run_1/met3.png
The bar under the picture is 20 microns long.
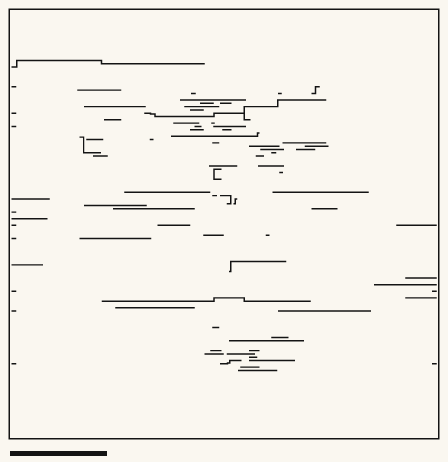
run_1/density.png
The die is cut into 9 by 9 equal tiles; white is low, dark blue is high, 0 to 100% covered.
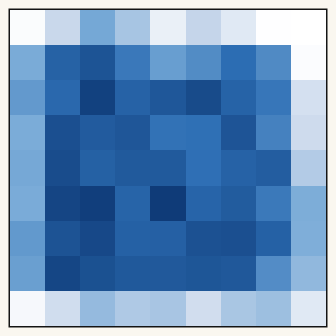
run_1/registers.png
The bar under the picture is 20 microns long. Other sequential cells in the stronger grey, the rest of the logic in the fainter grey.
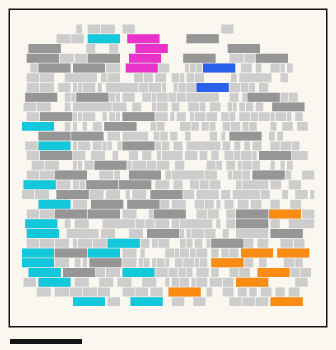
Design fnd_font_capture_flat, sky130hd; sources not shown.
==> flow_summary.json, run 1 <==
{
  "cp_data_arrival_time_ns": 4.10,
  "post-cts-setup-buffer-count": 0,
  "grt_pass1_wl_microns": 15500,
  "place_congestion": 0.915,
  "clockPowerShare": 0.471,
  "syn_area_sq_um": 3860,
  "grt_max_degree": 74,
  "avgSynthCellArea_sq_um": 10.7,
  "status": "finished, final reports clean",
  "crit_required_ns": 4.29,
  "viasPerCell": 6.24,
  "ys_seq_share": 0.474,
  "clockBufferDepth": 2,
  "final_cell_mix": "dfrtp_1, mux2_2, buf_4, clkdlybuf4s50_1, nand2_1",
  "criticalPathCategory": "input port to register",
  "setup_viol": 0,
  "grt_util_all_layers": 0.261,
  "clock_sinks": 73,
  "cp_common_cell": "buf_4",
  "power_leakage_nw": 2.31,
  "ys_sh_adder": 0.00324,
  "drive_gt1_frac": 0.255,
  "die_h_microns": 88.3,
  "worstMarginPinSlew_ns": 0.642,
  "dieArea_sq_um": 7790,
  "path_depth": 11,
  "die_w_microns": 88.3,
  "combPwrFrac": 0.091,
  "cp_top_family": "buffers and inverters",
  "syn_inst": 362,
  "worstSkewPairLatency_ns": 0.33
}
About met3.png:
longest straight run = 23.0 microns
share of all routed wire = 5.9%
Global Route met3 Usage: 0.0661
via count: 3175
Detailed Route WL: 9340 microns

About density.png:
mean over tiles = 61%
emptiest ninth of the die = upper right
tiles over 75% full = 47%
nearly empty tiles = 3.7%
fullest tile = 95%
fp util: 0.597
post-layout util: 0.750
core area: 6460 sq um

About registers.png:
`u_core.prev_font_q` -> orange  # placed flops 8, where lower right
`u_core.err_q` -> magenta  # placed flops 4, where top centre
`u_core.bus.o_value` -> cyan  # placed flops 16
`u_core.state_q` -> blue  # placed flops 2
not coloured = 43
FF/Latch Area: 1830 sq um
Seq. pwr: 720 uW
flop share of the area: 0.377

[run 1: power by group through the flow]
stage,clock (mW),sequential (mW),combinational (mW)
after CTS,0.780,0.720,0.149
after global placement,0,0.732,0.144
after global routing,0.816,0.720,0.163
after detailed placement,0,0.733,0.147
final,0.773,0.720,0.149
after floorplan,0,0.729,0.0870
[run 1: cell usage after synthesis, types with 2 or more instances]
| master | instances | area, sq um |
|---|---|---|
| and4b_1 | 2 | 20.0 |
| nand4_1 | 9 | 56.3 |
| inv_1 | 18 | 67.6 |
| clkbuf_1 | 15 | 56.3 |
| a31oi_1 | 3 | 18.8 |
| xnor2_1 | 14 | 123 |
| nand2b_1 | 2 | 12.5 |
| nor2b_1 | 4 | 25.0 |
| o21ai_0 | 20 | 100 |
| a21o_1 | 2 | 15.0 |
| nand3_1 | 13 | 65.1 |
| nor2_1 | 11 | 41.3 |
| o22ai_1 | 3 | 18.8 |
| nor3_1 | 5 | 25.0 |
| buf_6 | 2 | 22.5 |
| mux2_2 | 41 | 462 |
| a31o_2 | 2 | 17.5 |
| nor4b_1 | 3 | 26.3 |
| o211ai_1 | 2 | 15.0 |
| nand2_1 | 28 | 105 |
| mux2i_1 | 8 | 80.1 |
| buf_4 | 3 | 22.5 |
| or3_1 | 3 | 18.8 |
| a21boi_0 | 3 | 22.5 |
| dfrtp_1 | 73 | 1830 |
| o31ai_1 | 8 | 60.1 |
| o41ai_1 | 4 | 35.0 |
| a21oi_1 | 9 | 45.0 |
| and3_1 | 7 | 43.8 |
| and2_1 | 3 | 18.8 |
| buf_2 | 2 | 10.0 |
| xor2_1 | 4 | 35.0 |
| nor4_1 | 6 | 37.5 |
| or2_2 | 2 | 12.5 |
| nand4b_1 | 4 | 35.0 |
[run 1: through the flow]
step / instances / setup WS, ns / utilization / setup TNS, ns / area (sq um)
3_3_place_gp: 493 / 0.0318 / 0.704 / 0 / 4540
5_1_grt: 509 / 0.0268 / 0.750 / 0 / 4850
6_report: 509 / 0.196 / 0.750 / 0 / 4850
4_1_cts: 509 / 0.221 / 0.750 / 0 / 4850
2_1_floorplan: 362 / 0.385 / - / 0 / 3860
3_5_place_dp: 493 / -0.0580 / 0.704 / -0.199 / 4540
[run 1: area by class of cell]
class | count | area, sq um
clock buffers | 9 | 225
repair buffers | 77 | 706
well taps | 77 | 96.3
flip-flops and latches | 73 | 1830
clock inverters | 7 | 76.3
fillers | 429 | 1610
multi-input cells | 248 | 1850
inverters | 18 | 67.6
[run 1: routing by layer]
layer	GRT usage	vias to the layer above	wire length, microns
met1	0.332	1550	3950
li1	-	1462	-
met3	0.0661	25	552
met4	0.0852	0	177
met5	0	-	0
met2	0.439	138	4660
[run 1: logic make-up (layout without fill, tap and decap cells)]
kind of cell	Yosys count	after routing
xor gates and xnor gates	18	18
DFF	73	73
muxes	49	49
and+or+nand+nor	109	109
AOI/OAI and AO/OA	71	71
buffers and inverters	41	111
adders and majority gates	1	1
run_1/cell_classes.png
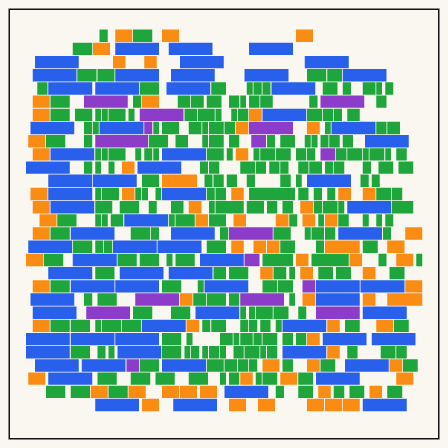

## Run 2: what changed since run 1
==> constraint.sdc (replaced) <==
create_clock -name i_clk -period 4.2 [get_ports i_clk]
set_clock_uncertainty 0.15 [all_clocks]
set_input_delay 0.63 -clock i_clk [delete_from_list [all_inputs] [get_ports i_clk]]
set_output_delay 0.63 -clock i_clk [all_outputs]
set_load 0.05 [all_outputs]
run_2/cell_classes.png
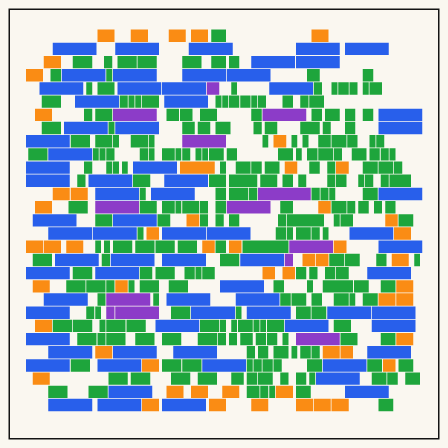
all other logic -> green  # cells 266, share of their area 42%
flops -> blue  # cells 73, share of their area 40%
clock drivers and dummy loads -> purple  # cells 13, share of their area 6.0%
other buffers and delay cells -> orange  # cells 54, share of their area 11%
Final Cell Area: 4620 sq um
row cnt: 29
flop share of the area: 0.395

run_2/met3.png
The bar under the picture is 20 microns long.
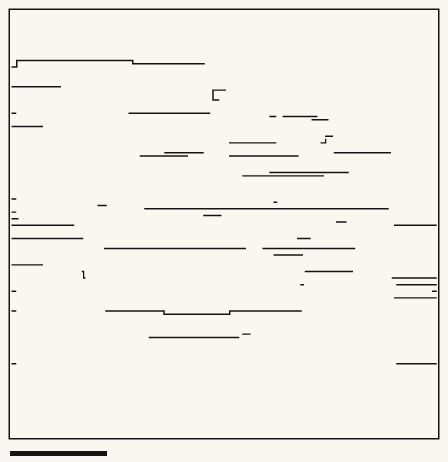
nets with wire on the layer = 37
main direction = horizontal
share of all routed wire = 5.0%
Global Route met3 Usage: 0.0540
Detailed Route WL: 8920 microns
via count: 2990

==> flow_summary.json, run 2 <==
{
  "placedCellCount": 470,
  "crit_required_ns": 4.26,
  "place_congestion": 0.932,
  "ys_warn_count": 0,
  "setup_viol": 0,
  "syn_area_sq_um": 3860,
  "fin_cells": 483,
  "grt_pass1_wl_microns": 15200,
  "criticalPathCategory": "input port to register",
  "die_h_microns": 88.3,
  "core-area_sq_um": 6460,
  "cp_data_arrival_time_ns": 3.69,
  "wl_met3_microns": 447,
  "synth.most_common_cell": "dfrtp_1",
  "post-cts-setup-buffer-count": 0,
  "drive_gt1_frac": 0.207,
  "dieArea_sq_um": 7790,
  "grt_util_all_layers": 0.254,
  "grt_max_degree": 34,
  "tns_ns": 0,
  "avgSynthCellArea_sq_um": 10.7,
  "slowest_stage": "clkdlybuf4s50_1",
  "clockBufferDepth": 2,
  "syn_inst": 362,
  "clock.fmax_mhz": 275,
  "worstSkewPairLatency_ns": 0.33,
  "ys_sh_adder": 0.00324,
  "viasPerCell": 6.19,
  "status": "finished, final reports clean",
  "initCoreUtil": 0.597,
  "yosys-stat-area_sq_um": 3860,
  "ys_top_cells_by_count": "dfrtp_1, mux2_2, nand2_1",
  "cp_top_family": "AND-OR/OR-AND gates",
  "path_depth": 9,
  "die_w_microns": 88.3,
  "top_area_cell": "dfrtp_1",
  "top_layer": "met4",
  "final_cell_mix": "dfrtp_1, mux2_2, clkdlybuf4s50_1, nand2_1, o21ai_0",
  "m1WireLength_microns": 4030,
  "top_cells_by_area": "dfrtp_1, mux2_2, xnor2_1",
  "ys_seq_share": 0.474,
  "worstMarginPinSlew_ns": 0.860,
  "netlist.area_leader.share": 0.474
}
run_2/density.png
The die is cut into 9 by 9 equal tiles; white is low, dark blue is high, 0 to 100% covered.
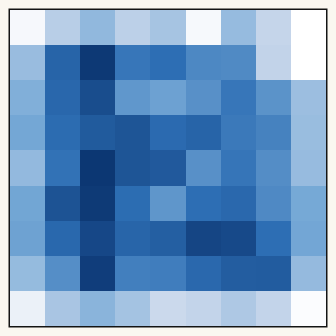
tiles over 75% full = 33%
emptiest ninth of the die = upper right
nearly empty tiles = 3.7%
post-layout util: 0.715

-- run 2: kinds of logic (layout without fill, tap and decap cells) --
group,count (synthesis),count (layout)
AND-OR/OR-AND,71,71
adder cells (fa/ha/maj),1,1
flip-flops,73,73
AND/OR/NAND/NOR,109,109
multiplexers,49,49
buffers and inverters,41,85
XOR/XNOR,18,18
-- run 2: report_power, final --
| group | total [mW] | switching [mW] | leakage [nW] | internal, mW |
|---|---|---|---|---|
| Sequential | 0.720 | 0.00770 | 0.931 | 0.712 |
| Combinational | 0.131 | 0.0790 | 1.11 | 0.0523 |
| Clock | 0.717 | 0.270 | 0.133 | 0.447 |
-- run 2: area by class of cell --
cell class | count | area [sq um]
timing repair buffer | 54 | 508
fill | 480 | 1840
clock buffer | 9 | 225
multi-input combinational | 248 | 1850
sequential | 73 | 1830
clock inverter | 4 | 47.5
tap | 77 | 96.3
inverter | 18 | 67.6
-- run 2: metal layers --
layer | up-vias | global-route usage
li1 | 1409 | -
met3 | 11 | 0.0540
met4 | 0 | 0.0893
met2 | 73 | 0.410
met1 | 1497 | 0.340
met5 | - | 0
-- run 2: stage by stage --
step,total power [mW],utilization
after floorplan,0.816,-
after global placement,0.859,0.673
after detailed placement,0.863,0.673
after CTS,1.58,0.715
after global routing,1.63,0.715
final,1.57,0.715
Power and IR drop assume default switching activity.
